File: config.mk
export PLATFORM = sky130hd
export DESIGN_NAME = control_unit_4bit
export DESIGN_NICKNAME = d
export VERILOG_FILES = /design/src/rtl/control_unit_4bit.sv
export SDC_FILE = /design/constraint.sdc
export NUM_CORES = 1
export LEC_CHECK = 0
export ABC_CLOCK_PERIOD_IN_PS = 1800
export CORE_MARGIN = 4
export CORE_UTILIZATION = 49
export DETAILED_ROUTE_END_ITERATION = 10
export GPL_ROUTABILITY_DRIVEN = 0
export PLACE_DENSITY = 0.79
export SLEW_MARGIN = 20
export SYNTH_ARGS = -nofsm -noshare
export SYNTH_HDL_FRONTEND = slang
export SYNTH_SLANG_ARGS = --single-unit
File: constraint.sdc
create_clock -name clk -period 1.8 [get_ports clk]
set_clock_uncertainty 0.1 [all_clocks]
set_input_delay 0.45 -clock clk [delete_from_list [all_inputs] [get_ports clk]]
set_output_delay 0.45 -clock clk [all_outputs]
set_load 0.005 [all_outputs]
File: src/rtl/control_unit_4bit.sv
// Multi-cycle fetch/decode/execute sequencer for the 4-bit CPU.
// Drives the function-unit control word and register-file addresses and owns the PC.
module control_unit_4bit #(
  parameter int unsigned PC_W     = 6,
  parameter int unsigned RESET_PC = 0
) (
  input  logic            clk,
  input  logic            rst_n,
  input  logic            start,
  output logic [PC_W-1:0] imem_addr,
  output logic            imem_rd,
  input  logic [11:0]     imem_data,
  input  logic            imem_valid,
  output logic [1:0]      rf_da,
  output logic [1:0]      rf_aa,
  output logic [1:0]      rf_ba,
  output logic            rf_we,
  output logic            const_en,
  output logic [3:0]      const_val,
  output logic [3:0]      g_select,
  output logic [1:0]      h_select,
  output logic            mf_select,
  input  logic            v,
  input  logic            c,
  input  logic            n,
  input  logic            z,
  output logic [3:0]      status,
  output logic            halted
);

  localparam logic [PC_W-1:0] ResetPc = PC_W'(RESET_PC);

  localparam logic [3:0] OpBz  = 4'hD;
  localparam logic [3:0] OpJmp = 4'hE;
  localparam logic [3:0] OpHlt = 4'hF;

  typedef enum logic [2:0] {StIdle, StFetch, StDecode, StExec, StHalt} state_e;

  state_e          state_q, state_d;
  logic [PC_W-1:0] pc_q, pc_d;
  logic [11:0]     ir_q, ir_d;
  logic [3:0]      status_q, status_d;
  logic            imem_rd_q, rf_we_q, halted_q, rf_we_d;

  logic [3:0] g_q, g_dec;
  logic [1:0] h_q, h_dec;
  logic       mf_q, mf_dec;
  logic       ce_q, ce_dec;
  logic [3:0] cv_q, cv_dec;
  logic [1:0] da_q, aa_q, ba_q;

  logic [3:0] op;
  logic       wb_op;
  logic       taken;

  assign op    = ir_q[11:8];
  assign wb_op = (op >= 4'h1) && (op <= 4'hC);
  // BZ tests the status latched by an earlier write-back, not this cycle's flags.
  assign taken = (op == OpJmp) || ((op == OpBz) && status_q[0]);

  // Opcode to control word; unlisted opcodes leave everything at zero.
  always_comb begin
    g_dec  = 4'b0000;
    h_dec  = 2'b00;
    mf_dec = 1'b0;
    ce_dec = 1'b0;
    cv_dec = 4'h0;
    case (op)
      4'h1: g_dec = 4'b0010;
      4'h2: g_dec = 4'b0101;
      4'h3: g_dec = 4'b0001;
      4'h4: g_dec = 4'b0110;
      4'h5: g_dec = 4'b1000;
      4'h6: g_dec = 4'b1001;
      4'h7: g_dec = 4'b1010;
      4'h8: g_dec = 4'b1011;
      4'h9: begin
        mf_dec = 1'b1;
        h_dec  = 2'b01;
      end
      4'hA: begin
        mf_dec = 1'b1;
        h_dec  = 2'b10;
      end
      4'hB: begin
        mf_dec = 1'b1;
        ce_dec = 1'b1;
        cv_dec = ir_q[3:0];
      end
      default: ;
    endcase
  end

  always_comb begin
    state_d  = state_q;
    pc_d     = pc_q;
    ir_d     = ir_q;
    status_d = status_q;
    unique case (state_q)
      StIdle: if (start) state_d = StFetch;
      StFetch: begin
        if (imem_valid) begin
          ir_d    = imem_data;
          pc_d    = pc_q + PC_W'(1);
          state_d = StDecode;
        end
      end
      StDecode: state_d = StExec;
      StExec: begin
        if (wb_op) status_d = {v, c, n, z};
        if (taken) pc_d = ir_q[PC_W-1:0];
        state_d = (op == OpHlt) ? StHalt : StFetch;
      end
      StHalt: state_d = StHalt;
      default: state_d = StIdle;
    endcase
    rf_we_d = (state_d == StExec) && wb_op;
  end

  always_ff @(posedge clk or negedge rst_n) begin
    if (!rst_n) begin
      state_q   <= StIdle;
      pc_q      <= ResetPc;
      ir_q      <= '0;
      status_q  <= '0;
      imem_rd_q <= 1'b0;
      rf_we_q   <= 1'b0;
      halted_q  <= 1'b0;
      g_q       <= '0;
      h_q       <= '0;
      mf_q      <= 1'b0;
      ce_q      <= 1'b0;
      cv_q      <= '0;
      da_q      <= '0;
      aa_q      <= '0;
      ba_q      <= '0;
    end else begin
      state_q   <= state_d;
      pc_q      <= pc_d;
      ir_q      <= ir_d;
      status_q  <= status_d;
      imem_rd_q <= (state_d == StFetch);
      rf_we_q   <= rf_we_d;
      halted_q  <= (state_d == StHalt);
      // Control outputs change only when leaving DECODE and hold until the next one.
      if (state_q == StDecode) begin
        g_q  <= g_dec;
        h_q  <= h_dec;
        mf_q <= mf_dec;
        ce_q <= ce_dec;
        cv_q <= cv_dec;
        da_q <= ir_q[7:6];
        aa_q <= ir_q[5:4];
        ba_q <= ir_q[3:2];
      end
    end
  end

  assign imem_addr = pc_q;
  assign imem_rd   = imem_rd_q;
  assign rf_we     = rf_we_q;
  assign halted    = halted_q;
  assign status    = status_q;
  assign g_select  = g_q;
  assign h_select  = h_q;
  assign mf_select = mf_q;
  assign const_en  = ce_q;
  assign const_val = cv_q;
  assign rf_da     = da_q;
  assign rf_aa     = aa_q;
  assign rf_ba     = ba_q;

endmodule

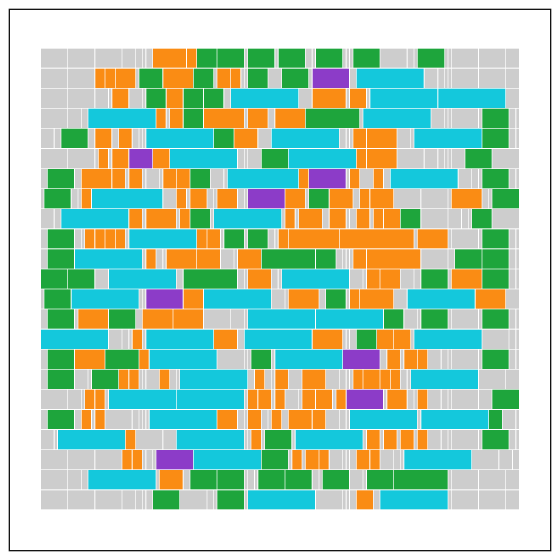
Figure 1: placement by cell class.
Fill, decap, tap and diode cells in gray.
- purple: clock drivers and dummy loads (cells 8; share of their area 3.7%)
- cyan: flops (cells 46; share of their area 40%)
- green: other buffers and delay cells (cells 74; share of their area 25%)
- orange: all other logic (cells 133; share of their area 30%)

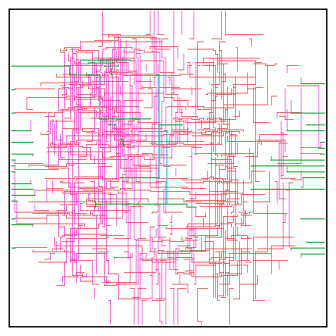
Figure 2: signal wires by layer.
- red: met1 (wire length 2110 um)
- green: met3 (wire length 258 um)
- cyan: met4 (wire length 51.0 um)
- magenta: met2 (wire length 2410 um)

==> metrics.cfg <==
[outcome]
status=finished clean

[power_and_ir_drop]
pwr-share-clk_pct=14.4
top_power_group=combinational cells
power_density_nw_per_um2=1660
switchingPower_mw=1.69
pwr-share-comb_pct=47.4
leakagePower_nw=1.33
pg_seq_mw=1.85
peakVddDrop_v=0.000933
switching_share_pct=34.8
p_int_mw=3.16

[setup_path]
cp_cell_sequence=clkdlybuf4s50_1
crit_type=reg -> out
worstRegToRegCells=6
worstSetupStartpointType=register
slowest_delay_ns=0.52
path_depth=1
path_max_fanout=3
crit_slowest_cell=clkdlybuf4s50_1
cp-end-kind=primary output
crit_family=buffers and inverters
crit_arrival_ns=1.21
critPathRequiredTime_ns=1.25
cp-startpoint=imem_addr[5]

[synth]
yosys-mux-area-fraction_pct=9.38
mappedNetlistNets=211
edf_count=0
synthTopCellsByArea=dfrtp_1 (55%), nand2_1 (7.0%), mux2_2 (5.4%)
top_cells_by_count=dfrtp_1 (46), nand2_1 (39), mux2_2 (10)
synth_top_cell_by_area=dfrtp_1
async_flop_share_pct=100
ys_top_logic_family=simple AND/OR/NAND/NOR gates
synth_top_flop_cell=dfrtp_1
xor_share_pct=0.421
ys_ff=46
synth.yosys.warnings=0
synthAdderAreaFrac_pct=0.601
yosys-stat-cells=190

[clock_network]
cts_setup_buffers=3
root_buffer=clkbuf_8
clockBufferDepth=2
cts_resized=3
cts_tree=built
h-tree-depth=2
path_clk_slew_ns=0.09
numCtsBuffers=5

[global_routing]
grt_start_max_net_pins=24
grt_first_pass_wirelength_um=7810
overflow=0
antenna_found_initial=0
grt_util_all_layers_pct=18.9

[cells_and_area]
signal_buffers=74
flop_area_um2=1150
largestClassByArea=sequential cells
nClkBuffers=7
final_cell_mix=clkdlybuf4s50_1 (47), dfrtp_1 (44), nand2_1 (39), buf_4 (20), mux2_2 (10)
comb-cell-share_pct=29.2
drive_above_1_share_pct=19.9
finalNetCount=281
clockNetworkAreaShare_pct=3.60
nonClockInverterCount=5
buffer_area_share_pct=24.9
mi_logic_area_um2=852

[die]
nWellTaps=50
rows=23
io_pins=51
die-area_um2=5350

[route]
vias_per_cell=5.46
drt-initial-drc-count=131
vias=1697
drt_pass1_iterations=4
routed_wl_um=4830

[sta]
setup_ws_ns=0.0360
fin_tns_setup_ns=0
max_freq_ghz=0.567
setup_viol=0
rsz0062_at_grt=yes
fin_crit_sh_pct=98.0
drv_slew=0
worst_hold_slack_ns=0.00688
fin_crit_ns=1.76
hold_viol=0

[placement]
place_inst=293
port-buffer-count=50

[flow_run]
cap_violations=0

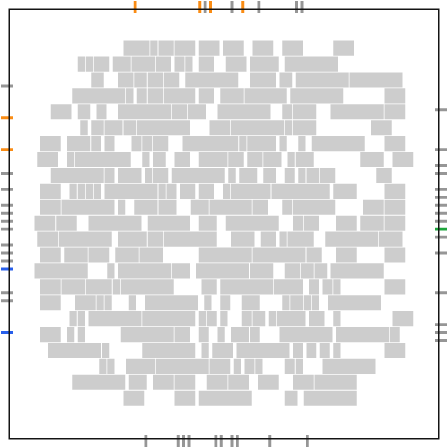
Figure 3: pin placement.
Pins as bars across the die edge, other pins in gray.
- green: `n` (pins 1; direction input; edge east)
- orange: `imem_addr` (pins 6; direction output; edge 4 north, 2 west)
- blue: `rf_da` (pins 2; direction output; edge west)
- all pins by edge: 16 east, 16 west, 10 south, 9 north

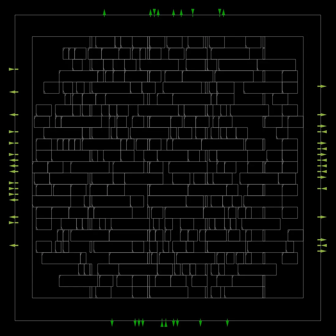
Figure 4: placed standard cells.
total core area: 4060 um^2
fin cells: 311

-- flip-flops by register name, indices dropped and copies added (netlist names) --
name	flops
ir_q	12
imem_addr	6
const_val	4
g_select	4
status	4
state_q	3
h_select	2
rf_aa	2
rf_ba	2
rf_da	2
const_en	1
halted	1
imem_rd	1
mf_select	1
rf_we	1
-- metal layers --
metal,GRT usage (%),part of all wire (%),up-vias
li1,-,-,799
met1,25.5,44,838
met2,30.6,50,53
met3,3.86,5.3,7
met4,5.94,1.1,0
met5,0,0,-
-- metrics by stage --
step / util, % / total power, mW / cell area [um^2]
finish: 71.9 / 4.86 / 2920
global route: 71.9 / 5.21 / 2920
CTS: 70.4 / 4.80 / 2860
detailed placement: 67.3 / 4.03 / 2730
global placement: 67.3 / 3.94 / 2730
floorplan: - / 2.97 / 2080
Power and IR drop assume default switching activity.
